<file path="src/rtl/instr_sequencer_if.sv">
// Handshake/control bundle between the multi-cycle sequencer and its datapath/memories.
// The sequencer owns the requests and strobes; the environment owns acks and decoder bits.
interface instr_sequencer_if #(
    parameter int CNT_W = 32
);
    logic             run;
    logic             halt_req;
    logic             imem_ack;
    logic             dmem_ack;
    logic             ctl_regwrite;
    logic             ctl_memwrite;
    logic             ctl_imemwr;
    logic             ctl_wdsrc;
    logic             ctl_pcsrc;
    logic             br_cond;
    logic             imem_req;
    logic             imem_we;
    logic             dmem_req;
    logic             dmem_we;
    logic             ir_load;
    logic             reg_we;
    logic             pc_en;
    logic             pc_sel;
    logic             halted;
    logic             bus_err;
    logic [2:0]       state_o;
    logic [CNT_W-1:0] retired;

    modport master (
        input  run, halt_req, imem_ack, dmem_ack,
               ctl_regwrite, ctl_memwrite, ctl_imemwr, ctl_wdsrc, ctl_pcsrc, br_cond,
        output imem_req, imem_we, dmem_req, dmem_we, ir_load, reg_we,
               pc_en, pc_sel, halted, bus_err, state_o, retired
    );

    modport slave (
        output run, halt_req, imem_ack, dmem_ack,
               ctl_regwrite, ctl_memwrite, ctl_imemwr, ctl_wdsrc, ctl_pcsrc, br_cond,
        input  imem_req, imem_we, dmem_req, dmem_we, ir_load, reg_we,
               pc_en, pc_sel, halted, bus_err, state_o, retired
    );
endinterface

</file>
<file path="src/rtl/instr_sequencer.sv">
// FETCH/DECODE/EXEC/MEM/WB sequencer for a single-ALU datapath: one-shot strobes,
// handshake timeout to HALT with sticky bus_err, and a retired-instruction counter.
module instr_sequencer #(
    parameter int CNT_W  = 32,
    parameter int TO_W   = 8,
    parameter int TO_MAX = 200
) (
    input  logic               clk,
    input  logic               rst_n,
    instr_sequencer_if.master  bus
);
    typedef enum logic [2:0] {
        S_HALT   = 3'd0,
        S_FETCH  = 3'd1,
        S_DECODE = 3'd2,
        S_EXEC   = 3'd3,
        S_MEM    = 3'd4,
        S_WB     = 3'd5
    } state_t;

    state_t           state_q, state_d;
    logic [CNT_W-1:0] retired_q, retired_d;
    logic [TO_W-1:0]  to_q, to_d;
    logic             bus_err_q, bus_err_d;
    logic             rw_q, rw_d, mw_q, mw_d, iw_q, iw_d, wd_q, wd_d, pcs_q, pcs_d;
    logic             br_taken_q, br_taken_d;
    logic             mem_ack;
    logic             to_hit;

    // Only the memory actually being addressed in MEM can complete the handshake.
    assign mem_ack = iw_q ? bus.imem_ack : bus.dmem_ack;
    assign to_hit  = (to_q == TO_W'(TO_MAX - 1));

    always_ff @(posedge clk or negedge rst_n) begin
        if (!rst_n) begin
            state_q    <= S_HALT;
            retired_q  <= '0;
            to_q       <= '0;
            bus_err_q  <= 1'b0;
            rw_q       <= 1'b0;
            mw_q       <= 1'b0;
            iw_q       <= 1'b0;
            wd_q       <= 1'b0;
            pcs_q      <= 1'b0;
            br_taken_q <= 1'b0;
        end else begin
            state_q    <= state_d;
            retired_q  <= retired_d;
            to_q       <= to_d;
            bus_err_q  <= bus_err_d;
            rw_q       <= rw_d;
            mw_q       <= mw_d;
            iw_q       <= iw_d;
            wd_q       <= wd_d;
            pcs_q      <= pcs_d;
            br_taken_q <= br_taken_d;
        end
    end

    always_comb begin
        state_d    = state_q;
        retired_d  = retired_q;
        to_d       = to_q;
        bus_err_d  = bus_err_q;
        rw_d       = rw_q;
        mw_d       = mw_q;
        iw_d       = iw_q;
        wd_d       = wd_q;
        pcs_d      = pcs_q;
        br_taken_d = br_taken_q;
        case (state_q)
            S_HALT: begin
                if (bus.run) begin
                    state_d   = S_FETCH;
                    bus_err_d = 1'b0;
                    to_d      = '0;
                end
            end
            S_FETCH: begin
                if (bus.imem_ack) begin
                    state_d = S_DECODE;
                end else if (to_hit) begin
                    state_d   = S_HALT;
                    bus_err_d = 1'b1;
                end else begin
                    to_d = to_q + TO_W'(1);
                end
            end
            S_DECODE: begin
                rw_d    = bus.ctl_regwrite;
                mw_d    = bus.ctl_memwrite;
                iw_d    = bus.ctl_imemwr;
                wd_d    = bus.ctl_wdsrc;
                pcs_d   = bus.ctl_pcsrc;
                state_d = S_EXEC;
            end
            S_EXEC: begin
                br_taken_d = pcs_q & bus.br_cond;
                if (mw_q | wd_q | iw_q) begin
                    state_d = S_MEM;
                    to_d    = '0;
                end else begin
                    state_d = S_WB;
                end
            end
            S_MEM: begin
                // An ack landing on the final timeout cycle still completes normally.
                if (mem_ack) begin
                    state_d = S_WB;
                end else if (to_hit) begin
                    state_d   = S_HALT;
                    bus_err_d = 1'b1;
                end else begin
                    to_d = to_q + TO_W'(1);
                end
            end
            S_WB: begin
                retired_d = retired_q + CNT_W'(1);
                to_d      = '0;
                state_d   = bus.halt_req ? S_HALT : S_FETCH;
            end
            default: state_d = S_HALT;
        endcase
    end

    assign bus.imem_req = (state_q == S_FETCH) | ((state_q == S_MEM) & iw_q);
    assign bus.imem_we  = (state_q == S_MEM) & iw_q;
    assign bus.dmem_req = (state_q == S_MEM) & ~iw_q;
    assign bus.dmem_we  = (state_q == S_MEM) & ~iw_q & mw_q;
    assign bus.ir_load  = (state_q == S_FETCH) & bus.imem_ack;
    assign bus.reg_we   = (state_q == S_WB) & rw_q;
    assign bus.pc_en    = (state_q == S_WB);
    assign bus.pc_sel   = (state_q == S_WB) & br_taken_q;
    assign bus.halted   = (state_q == S_HALT);
    assign bus.bus_err  = bus_err_q;
    assign bus.state_o  = state_q;
    assign bus.retired  = retired_q;
endmodule

</file>
<file path="src/flat_wrapper.sv">
// flat-port wrapper written by rule: the top's interface ports become plain ports
module instr_sequencer_flat 
#(
    parameter int CNT_W  = 32,
    parameter int TO_W   = 8,
    parameter int TO_MAX = 200
)
  (clk, rst_n, bus_run, bus_halt_req, bus_imem_ack, bus_dmem_ack, bus_ctl_regwrite, bus_ctl_memwrite, bus_ctl_imemwr, bus_ctl_wdsrc, bus_ctl_pcsrc, bus_br_cond, bus_imem_req, bus_imem_we, bus_dmem_req, bus_dmem_we, bus_ir_load, bus_reg_we, bus_pc_en, bus_pc_sel, bus_halted, bus_bus_err, bus_state_o, bus_retired);
  instr_sequencer_if #(.CNT_W(CNT_W)) bus_i ();
  input  logic clk;
  input  logic rst_n;
  input wire logic [$bits(bus_i.run)-1:0] bus_run;
  input wire logic [$bits(bus_i.halt_req)-1:0] bus_halt_req;
  input wire logic [$bits(bus_i.imem_ack)-1:0] bus_imem_ack;
  input wire logic [$bits(bus_i.dmem_ack)-1:0] bus_dmem_ack;
  input wire logic [$bits(bus_i.ctl_regwrite)-1:0] bus_ctl_regwrite;
  input wire logic [$bits(bus_i.ctl_memwrite)-1:0] bus_ctl_memwrite;
  input wire logic [$bits(bus_i.ctl_imemwr)-1:0] bus_ctl_imemwr;
  input wire logic [$bits(bus_i.ctl_wdsrc)-1:0] bus_ctl_wdsrc;
  input wire logic [$bits(bus_i.ctl_pcsrc)-1:0] bus_ctl_pcsrc;
  input wire logic [$bits(bus_i.br_cond)-1:0] bus_br_cond;
  output wire logic [$bits(bus_i.imem_req)-1:0] bus_imem_req;
  output wire logic [$bits(bus_i.imem_we)-1:0] bus_imem_we;
  output wire logic [$bits(bus_i.dmem_req)-1:0] bus_dmem_req;
  output wire logic [$bits(bus_i.dmem_we)-1:0] bus_dmem_we;
  output wire logic [$bits(bus_i.ir_load)-1:0] bus_ir_load;
  output wire logic [$bits(bus_i.reg_we)-1:0] bus_reg_we;
  output wire logic [$bits(bus_i.pc_en)-1:0] bus_pc_en;
  output wire logic [$bits(bus_i.pc_sel)-1:0] bus_pc_sel;
  output wire logic [$bits(bus_i.halted)-1:0] bus_halted;
  output wire logic [$bits(bus_i.bus_err)-1:0] bus_bus_err;
  output wire logic [$bits(bus_i.state_o)-1:0] bus_state_o;
  output wire logic [$bits(bus_i.retired)-1:0] bus_retired;
  assign bus_i.run = bus_run;
  assign bus_i.halt_req = bus_halt_req;
  assign bus_i.imem_ack = bus_imem_ack;
  assign bus_i.dmem_ack = bus_dmem_ack;
  assign bus_i.ctl_regwrite = bus_ctl_regwrite;
  assign bus_i.ctl_memwrite = bus_ctl_memwrite;
  assign bus_i.ctl_imemwr = bus_ctl_imemwr;
  assign bus_i.ctl_wdsrc = bus_ctl_wdsrc;
  assign bus_i.ctl_pcsrc = bus_ctl_pcsrc;
  assign bus_i.br_cond = bus_br_cond;
  assign bus_imem_req = bus_i.imem_req;
  assign bus_imem_we = bus_i.imem_we;
  assign bus_dmem_req = bus_i.dmem_req;
  assign bus_dmem_we = bus_i.dmem_we;
  assign bus_ir_load = bus_i.ir_load;
  assign bus_reg_we = bus_i.reg_we;
  assign bus_pc_en = bus_i.pc_en;
  assign bus_pc_sel = bus_i.pc_sel;
  assign bus_halted = bus_i.halted;
  assign bus_bus_err = bus_i.bus_err;
  assign bus_state_o = bus_i.state_o;
  assign bus_retired = bus_i.retired;
  instr_sequencer #(.CNT_W(CNT_W), .TO_W(TO_W), .TO_MAX(TO_MAX)) u_core (.clk(clk), .rst_n(rst_n), .bus(bus_i));
endmodule
</file>
<file path="config.mk">
export PLATFORM = sky130hd
export DESIGN_NAME = instr_sequencer_flat
export DESIGN_NICKNAME = d
export VERILOG_FILES = /design/src/rtl/instr_sequencer_if.sv /design/src/rtl/instr_sequencer.sv /design/src/flat_wrapper.sv
export SDC_FILE = /design/constraint.sdc
export NUM_CORES = 1
export LEC_CHECK = 0
export CAP_MARGIN = 40
export CORE_AREA = 2 2 66 81
export DETAILED_ROUTE_END_ITERATION = 8
export DIE_AREA = 0 0 68 83
export DONT_BUFFER_PORTS = 1
export GPL_TIMING_DRIVEN = 0
export PLACE_DENSITY = 0.68
export SYNTH_ARGS = -nofsm -noshare
export SYNTH_HDL_FRONTEND = slang
export SYNTH_SLANG_ARGS = --single-unit
export TNS_END_PERCENT = 10
</file>
<file path="constraint.sdc">
create_clock -name clk -period 4.2 [get_ports clk]
set_input_delay 1.26 -clock clk [delete_from_list [all_inputs] [get_ports clk]]
set_output_delay 1.26 -clock clk [all_outputs]
set_load 0.005 [all_outputs]
</file>
==> run notes, run 1 <==
Status of the implementation.

- Setup repair after global routing left no endpoint under its margin.
- In the synthesized netlist, mux cells make up 3.067% of the area.
- The post-place instance area is 2686 µm², for reference.
- The data required time of the critical path is 2940 ps, for reference.
- The final layout report lists a filler cell count of 407.
- The first-pass detailed-route iteration total is 4, for reference.
- The number of standard cells in the layout, taps in and fillers out is 306, for reference.
- In the finished design, the share of the clock period the worst path needs comes to 70.45%.
- The startpoint of the most critical setup path is bus_imem_ack, for reference.
- The run finished with clean final reports.
- The least setup slack across all paths after layout is 1241 ps, for reference.
- The count of library flops with an enable pin is 0, for reference.
- The netlist area before placement is 2611 µm², for reference.
- The pin closest to its max-slew limit shows a slew of 579.7 ps.
- The post-layout utilization of the core is 57.30%, for reference.
- For reference, the final report shows the hold violation count at 0.
- The timing report gives the clock slew at the launch and capture registers of the worst setup and hold paths as 80 ps.
- The cell count after synthesis came out at 239.
- Global routing used 18.98% of the available tracks.
- The internal portion of the total power is 0.0008678 W.
- The full die area is 5644 µm², for reference.
- The initial antenna violation count is 0, for reference.
- The flip-flop cell with the highest count after synthesis is dfrtp_1, for reference.
- Global routing finished with a remaining overflow of 0.
- The leakage power of the design is 1.289 nW, for reference.
- The category of the worst setup path launch point is a primary input, for reference.
- After clock tree synthesis, the setup repair step added 0 buffers.
- In the setup report, the worst path falls into the class primary input to primary output.
- Looking at the critical path, the single cell with the biggest stage delay is nor4bb_1.
- TritonCTS reports the number of clock sinks as 50.
- The highest fanout seen on the critical path is 4, for reference.
- The first global-routing pass estimated 8369 µm of wire.
- The worst setup path is captured at a primary output.
- Dividing the detail-routed via count by the number of cells gives 5.889.
- According to the floorplan report, the placeable core area is 4835 µm².
- Setup violations remaining at the end of the flow were counted as 0.
- The cell count listed in synth_stat.txt is 239, for reference.
- The TritonCTS clock tree is yes, for reference.
- The count of hold-fix buffers inserted at cts is 0, for reference.
- Overall power consumption after layout is estimated at 0.001358 W.
- The total cell area reported by yosys after synthesis is 2611 µm², for reference.
- The via count of the first global-routing pass is 1761, for reference.
- Across all hold checks on the routed design, the worst slack comes to 481.1 ps.
- The analysis attributes to net switching a power of 0.0004899 W.
- The power density normalized to cell area is 490.1 nW/µm², for reference.
- The worst max-slew margin expressed relative to the limit is 61.06%, for reference.
- Along the critical path, the tally of buffer and inverter instances is 0.
- The signal arrival time at the worst endpoint is 1700 ps, for reference.
- In this run switching power makes up 36.08% of total power.
-- run 1: synth_stat cells (all sizes together) (4+ instances only) --
master,n,area share (%)
a21oi,4,0.77
a31oi,7,1.7
a41oi,6,2.0
and2,5,1.2
and3,9,2.2
buf,7,2.1
dfrtp,50,48
inv,4,0.57
mux2,5,2.3
nand2,23,3.3
nand2b,4,0.96
nand3,14,2.7
nand4,16,5.3
nor2,14,2.1
nor3,7,1.5
o21ai,4,0.77
or3,4,0.96
xnor2,26,8.7
xor2,6,2.0
-- run 1: worst max-delay path by stage --
stage | to | slack, ps | depth (start not counted)
final | bus_ir_load | 1240 | 1
after global routing | bus_ir_load | 1220 | 1
after CTS | bus_ir_load | 1220 | 1
after detailed placement | bus_ir_load | 1220 | 1
after global placement | bus_ir_load | 1240 | 1
after floorplan | bus_ir_load | 1340 | 1
-- run 1: area by class of cell --
type / count / area (µm²) / share of cell area, %
flip-flops and latches: 50 / 1251 / 45.17
multi-input cells: 177 / 1286 / 46.43
plain buffers: 8 / 58.81 / 2.123
clock inverters: 2 / 15.01 / 0.5420
inverters: 4 / 15.01 / 0.5420
clock buffers: 5 / 68.82 / 2.484
well taps: 60 / 75.07 / 2.710
-- run 1: power groups by stage --
stage                     Sequential [W]  Combinational, W  Clock [W]
final                           0.000639          0.000446   0.000273
after global routing            0.000652          0.000497   0.000303
after CTS                       0.000641          0.000446   0.000285
after detailed placement        0.000649          0.000446          0
after global placement          0.000647          0.000438          0
after floorplan                 0.000628          0.000377          0
-- run 1: layer usage --
metal / part of all wire (%) / GRT usage (%) / vias up / wire length [µm]
met5: 0 / 0 / - / 0
met4: 0.54 / 5.636 / 0 / 27
met3: 6.6 / 5.962 / 2 / 328
met2: 52 / 31.24 / 46 / 2569
met1: 41 / 23.28 / 879 / 2049
li1: - / - / 875 / -
### Signal wires on met1, run 1

The bar under the picture is 20 µm long. Cells faint in the background.
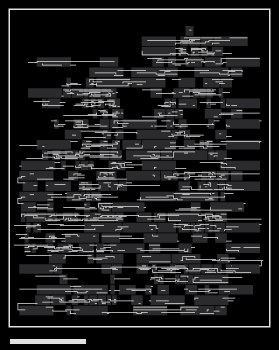
longest straight run: 21.6 µm
nets with wire on the layer: 238
wire length on this layer: 2050 µm
main direction: horizontal
share of all routed wire: 41%

### M2 wires, run 1

Cells faint in the background.
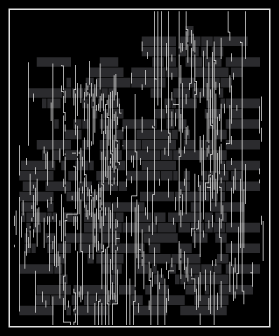
share of all routed wire: 52%
nets with wire on the layer: 225

### M3 wires, run 1

The bar under the picture is 20 µm long. Cells faint in the background.
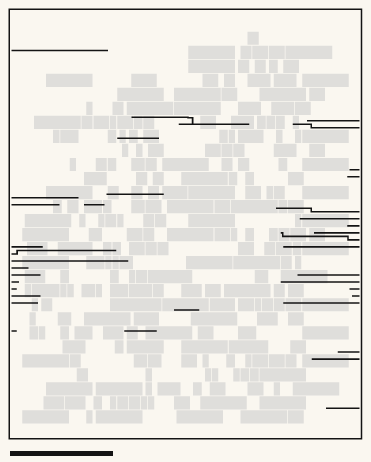
longest straight run: 22.3 µm
main direction: horizontal
share of all routed wire: 6.6%

### Sequential cells coloured by netlist name, run 1

Other sequential cells in the stronger grey, the rest of the logic in the fainter grey.
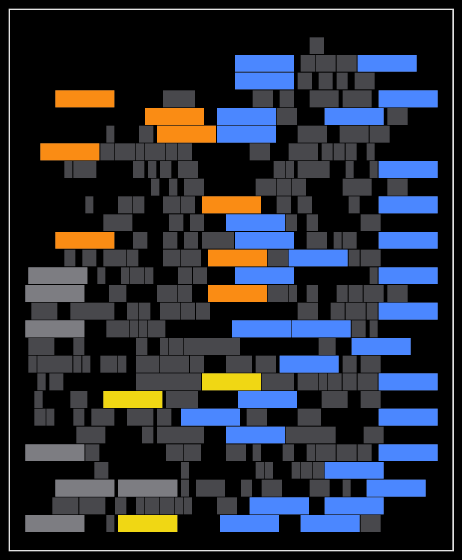
[u_core.bus.state_o] yellow | sequential cells: 3
[u_core.bus.retired] blue | sequential cells: 32
[u_core.to_q] orange | sequential cells: 8
not coloured: 7

### Cell outlines without signal wires, run 1

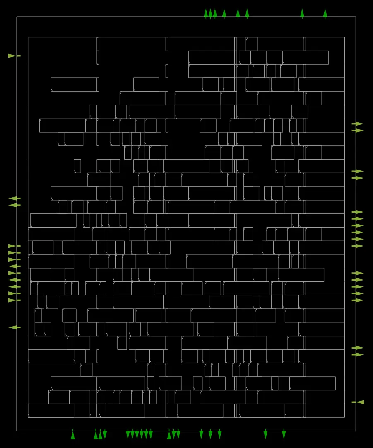

==> run 2: changes to the inputs <==
--- a/config.mk
+++ b/config.mk
@@ -11,7 +11,7 @@
 export DIE_AREA = 0 0 68 83
 export DONT_BUFFER_PORTS = 1
 export GPL_TIMING_DRIVEN = 0
-export PLACE_DENSITY = 0.68
+export PLACE_DENSITY = 0.71
 export SYNTH_ARGS = -nofsm -noshare
 export SYNTH_HDL_FRONTEND = slang
 export SYNTH_SLANG_ARGS = --single-unit
==> constraint.sdc (replaced) <==
create_clock -name clk -period 2.59 [get_ports clk]
set_input_delay 0.777 -clock clk [delete_from_list [all_inputs] [get_ports clk]]
set_output_delay 0.777 -clock clk [all_outputs]
set_load 0.005 [all_outputs]
### Cell outlines without signal wires, run 2

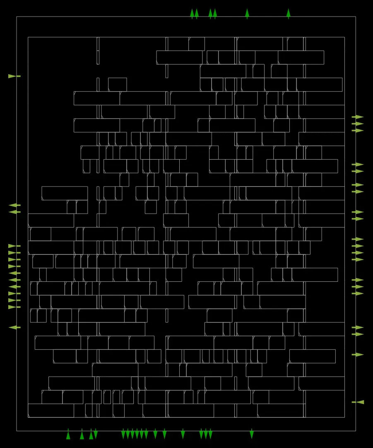
final cell count without fillers: 306
Finished Core Util: 57.30%
total number of placement rows: 28

==> run 2 against run 1 <==
Against the previous run:
- clock skew is 0.90 ps lower
- critical path depth rose by 1
- total power rose by 64%
- highest routed layer unchanged
- worst setup slack got worse by 950 ps
- largest cell class unchanged
- hold slack got worse by 330 ps
- sequential cell count unchanged
- cell count unchanged
- clock-buffer cell count unchanged
- sequential share of layout area unchanged
- via count up 2.7%
- die size is the same
- sequential power increased by 63%
==> run notes, run 2 <==
Status of the implementation.

- The overall power of the completed layout is 0.002225 W (+64%), for reference.
- The insertion delay at the late pin of the worst-skew pair is 310 ps, for reference.
- The capturing element type of the critical path is a primary output, for reference.
- dfrtp_1 takes more of the synthesized area than any other cell.
- The global-route wire length before repair is 8756 µm (+4.6%), for reference.
- The remaining global-route overflow is 0 (unchanged), for reference.
- The number of endpoints with negative hold slack in the final report was 0 (unchanged).
- The worst max-slew margin expressed relative to the limit is 53.78% (-7.3 points), for reference.
- The actual transition at the worst max-transition pin is 688.1 ps (+108.4 ps), for reference.
- The full die area was 5644 µm² (unchanged).
- The placeable core region came to 4835 µm² (unchanged).
- Yosys reports that the most numerous cell types are dfrtp_1, xnor2_1, nand2_1, nand3_1, nor2_1.
- The most frequently used library cell after synthesis is dfrtp_1.
- The power density normalized to cell area is 803.3 nW/µm² (+64%).
- The per-instance average area after synthesis is 10.93 µm², for reference.
- The post-CTS setup buffer count is 0 (unchanged), for reference.
- The combinational gate area is 1286 µm² (unchanged), for reference.
- The report lists the cells along the critical path as buf_2 > nor4bb_1.
- The number of filler cells placed in the layout is 403 (-0.98%), for reference.
- The proportion of synthesized area in mux cells is 3.067% (unchanged), for reference.
- Of all flip-flops after synthesis, the portion carrying an async set or reset was 100.0%.
- The initial antenna violation count is 0 (unchanged), for reference.
- In the final timing run, aggregate negative setup slack is 0 ps.
- The main area contributors are dfrtp_1, xnor2_1, nand2_1, nand4_2, nand3_1.
- The count of library flops with an enable pin is 0 (unchanged), for reference.
- The buffer-and-inverter tally for the worst setup path is 1 (+1), for reference.
- The average via count per standard cell is 6.049 (+2.7%), for reference.
- The count of hold-fix buffers inserted at cts is 0 (unchanged), for reference.
- The proportion of netlist area held by the largest area contributor is 47.92% (unchanged), for reference.
- The netlist area before placement came to 2611 µm² (unchanged).
- The via count of the first global-routing pass came to 1858 (+5.5%).
- The final-layout worst hold slack was 149.8 ps (-331.4 ps).
- The category of the worst setup path launch point is a register, for reference.
- The leakage power of the design is 1.289 nW (unchanged), for reference.
- The least setup slack across all paths after layout is 290.7 ps (-950.6 ps), for reference.
- The clock transition at the registers of the reported paths is 100 ps (+20 ps), for reference.
- The TritonCTS clock tree is yes, for reference.
- The clock skew after layout is 11.40 ps, for reference.
- The sequential cell area in the final layout is 1251 µm² (unchanged).
- The total cell area reported by yosys after synthesis is 2611 µm² (unchanged), for reference.
- The post-synthesis cell count is 239 (unchanged), for reference.
- Setup repair after global routing left no endpoint under its margin.
- The cell count listed in synth_stat.txt is 239 (unchanged), for reference.
- The data required time of the critical path is 1810 ps (-1130 ps), for reference.
- The switching share of power is 36.76% (+0.67 points), for reference.
- The number of endpoints failing setup at the final stage came to 0 (unchanged).
- The signal arrival time at the worst endpoint came to 1520 ps (-180 ps).
- The total internal power was 0.001407 W (+62%).
- The run finished with clean final reports.
- The power dissipated by switching net loads is 0.0008179 W (+67%), for reference.
- The flip-flop cell with the highest count after synthesis is dfrtp_1, for reference.
- The clock sink total is 50 (unchanged), for reference.
- The highest fanout seen on the critical path was 10 (+6).
## run 2: kinds of logic after synthesis
family                   after synthesis
AND-OR/OR-AND                         27
XOR/XNOR                              32
adder cells (fa/ha/maj)                2
buffers and inverters                 12
flip-flops                            50
multiplexers                           7
AND/OR/NAND/NOR                      109
## run 2: final cells by class
class                   instances  area share (%)
well taps                      60           2.710
clock inverters                 2          0.5420
flip-flops and latches         50           45.17
multi-input cells             177           46.43
plain buffers                   8           2.123
clock buffers                   5           2.484
inverters                       4          0.5420
## run 2: worst max path at each step
stage                                startpoint        endpoint  slack, ps  cells after the start
final                     u_core.bus.state_o[1]     bus_ir_load        290                      2
after global routing      u_core.bus.state_o[1]     bus_ir_load        220                      2
after CTS                 u_core.bus.state_o[1]     bus_ir_load        280                      2
after detailed placement           bus_dmem_ack  u_core.to_q[1]        470                      4
after global placement             bus_dmem_ack  u_core.to_q[1]        520                      4
after floorplan                    bus_dmem_ack  u_core.to_q[1]        680                      4
## run 2: stage by stage
step | cell area (µm²) | std cells
floorplan | 2611 | 239
global placement | 2686 | 299
detailed placement | 2686 | 299
CTS | 2770 | 306
global route | 2770 | 306
finish | 2770 | 306
## run 2: power by group through the flow
stage | registers (W) | logic [W] | clock network (W)
after floorplan | 0.00102 | 0.000611 | 0
after global placement | 0.00105 | 0.000706 | 0
after detailed placement | 0.00106 | 0.000726 | 0
after CTS | 0.00104 | 0.000731 | 0.000467
after global routing | 0.00106 | 0.000793 | 0.000495
final | 0.00104 | 0.000729 | 0.000458
## run 2: routing by layer
layer / part of all wire (%) / wire (µm) / vias to the layer above / global-route usage, %
met1: 42 / 2225 / 924 / 24.09
met2: 50 / 2636 / 50 / 32.48
met4: 1.2 / 61 / 0 / 6.909
met3: 6.6 / 350 / 7 / 5.827
li1: - / - / 870 / -
met5: 0 / 0 / - / 0
### M3 wires, run 2

The bar under the picture is 20 µm long. Cells faint in the background.
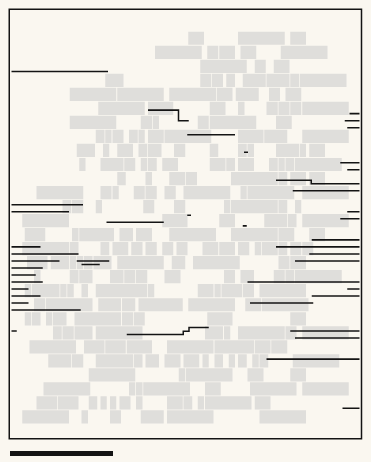

==> run 3: changes to the inputs <==
--- a/config.mk
+++ b/config.mk
@@ -6,12 +6,15 @@
 export NUM_CORES = 1
 export LEC_CHECK = 0
 export CAP_MARGIN = 40
-export CORE_AREA = 2 2 66 81
+export CELL_PAD_IN_SITES_DETAIL_PLACEMENT = 0
+export CELL_PAD_IN_SITES_GLOBAL_PLACEMENT = 1
+export CORE_AREA = 2 2 74 90
 export DETAILED_ROUTE_END_ITERATION = 8
-export DIE_AREA = 0 0 68 83
+export DIE_AREA = 0 0 76 92
 export DONT_BUFFER_PORTS = 1
+export GPL_ROUTABILITY_DRIVEN = 0
 export GPL_TIMING_DRIVEN = 0
-export PLACE_DENSITY = 0.71
+export PLACE_DENSITY_LB_ADDON = 0.25
 export SYNTH_ARGS = -nofsm -noshare
 export SYNTH_HDL_FRONTEND = slang
 export SYNTH_SLANG_ARGS = --single-unit
### M3 wires, run 3

The bar under the picture is 20 µm long. Cells faint in the background.
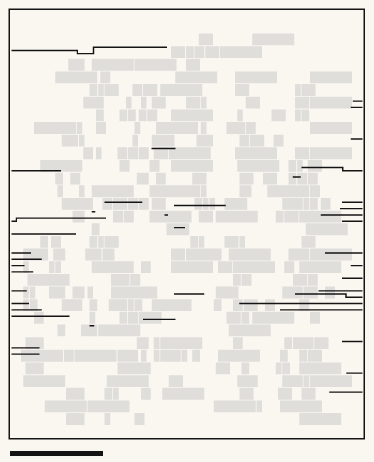
Total Routed Length: 5512 µm
GR Util met3: 4.232%
DR vias: 1841

==> run 3 against run 2 <==
Against the previous run:
- final area rose by 2.0%
- synthesized cell count did not move
- register-to-register slack barely moved
- non-clock buffer count did not move
- total power rose by 4.0%
- combinational power barely moved
- sequential share of layout area fell by 0.90 points
- via count fell by 0.54%
- critical path type unchanged
- critical endpoint unchanged
- highest routed layer unchanged
==> run notes, run 3 <==
Status of the implementation.

- The overall power of the completed layout is 0.002314 W (+4.0%), for reference.
- TritonCTS built the clock tree.
- In the synthesized netlist the dominant register cell turns out to be dfrtp_1.
- The number of standard cells in the layout, taps in and fillers out came to 332 (+8.5%).
- The run finished with clean final reports.
- The full die area is 6992 µm² (+24%), for reference.
- The post-CTS setup buffer count is 0 (unchanged), for reference.
- Among all cell types in the netlist, the one instantiated most often is dfrtp_1.
- The actual transition at the worst max-transition pin is 661.6 ps (-26.45 ps).
- The highest fanout seen on the critical path is 10 (unchanged).
- Yosys attributes the largest share of cell area to dfrtp_1, xnor2_1, nand2_1, nand4_2, nand3_1.
- The total non-filler cell area in the finished layout was 2826 µm² (+2.0%).
- The insertion delay at the late pin of the worst-skew pair is 300 ps (about the same), for reference.
- The switching share of power is 34.87% (-1.9 points), for reference.
- The proportion of netlist area held by the largest area contributor is 47.92% (unchanged), for reference.
- The capturing element type of the critical path is a primary output, for reference.
- The average via count per standard cell is 5.545 (-8.3%), for reference.
- The number of endpoints failing setup at the final stage was 0 (unchanged).
- Of all cell types, the one taking the most synthesized area is dfrtp_1.
- The global-route wire length before repair came to 9487 µm (+8.3%).
- The number of endpoints with negative hold slack in the final report is 0 (unchanged), for reference.
- The floorplan row count is 32 (+14%), for reference.
- The number of cells in the design after placement is 324 (+8.4%), for reference.
- Setup repair after global routing left no endpoint under its margin.
- The clock transition at the registers of the reported paths is 90 ps (about the same), for reference.
- The proportion of synthesized area in mux cells came to 3.067% (unchanged).
- The least setup slack across all paths after layout is 317.8 ps (+27.13 ps), for reference.
- The placeable core region is 6206 µm² (+28%).
- The per-instance average area after synthesis is 10.93 µm² (unchanged), for reference.
- The clock skew after layout is 9.322 ps (-2.074 ps), for reference.
- The cell count listed in synth_stat.txt was 239 (unchanged).
- The netlist area before placement came to 2611 µm² (unchanged).
- The total internal power is 0.001507 W (+7.1%).
- The post-synthesis cell count came to 239 (unchanged).
- The worst max-slew margin expressed relative to the limit came to 55.55% (+1.8 points).
## run 3: cell counts after synthesis
Identical to the previous run, type by type.
## run 3: worst max path at each step
stage / start / to / slack, ps / cells past startpoint
detailed placement: bus_dmem_ack / u_core.to_q[1] / 470 / 4
global route: u_core.bus.state_o[1] / bus_ir_load / 220 / 2
finish: u_core.bus.state_o[1] / bus_ir_load / 320 / 2
floorplan: bus_dmem_ack / u_core.to_q[1] / 680 / 4
global placement: bus_dmem_ack / u_core.to_q[1] / 470 / 4
CTS: u_core.bus.state_o[1] / bus_ir_load / 280 / 2
## run 3: power groups by stage
stage / Clock (W) / Combinational (W) / Sequential [W]
2_1_floorplan: 0 / 0.000611 / 0.00102
5_1_grt: 0.000597 / 0.000807 / 0.00106
4_1_cts: 0.000563 / 0.000735 / 0.00104
3_5_place_dp: 0 / 0.000731 / 0.00106
6_report: 0.000547 / 0.000728 / 0.00104
3_3_place_gp: 0 / 0.000730 / 0.00106
## run 3: area by class of cell
cell class              instances  area, µm²  share of cell area (%)
multi-input cells             177       1286                   45.51
flip-flops and latches         50       1251                   44.27
well taps                      85      106.4                   3.763
clock buffers                   5      68.82                   2.435
plain buffers                   8      58.81                   2.081
clock inverters                 3      40.04                   1.417
inverters                       4      15.01                  0.5312
## run 3: per-layer routing
metal	vias to the layer above	wire, µm	GRT usage [%]
li1	876	-	-
met1	910	2218	18.99
met2	46	2885	31.03
met3	9	310	4.232
met4	0	97	6.364
met5	-	0	0
Power figures rest on the tool's default switching activity, not on a simulated workload.
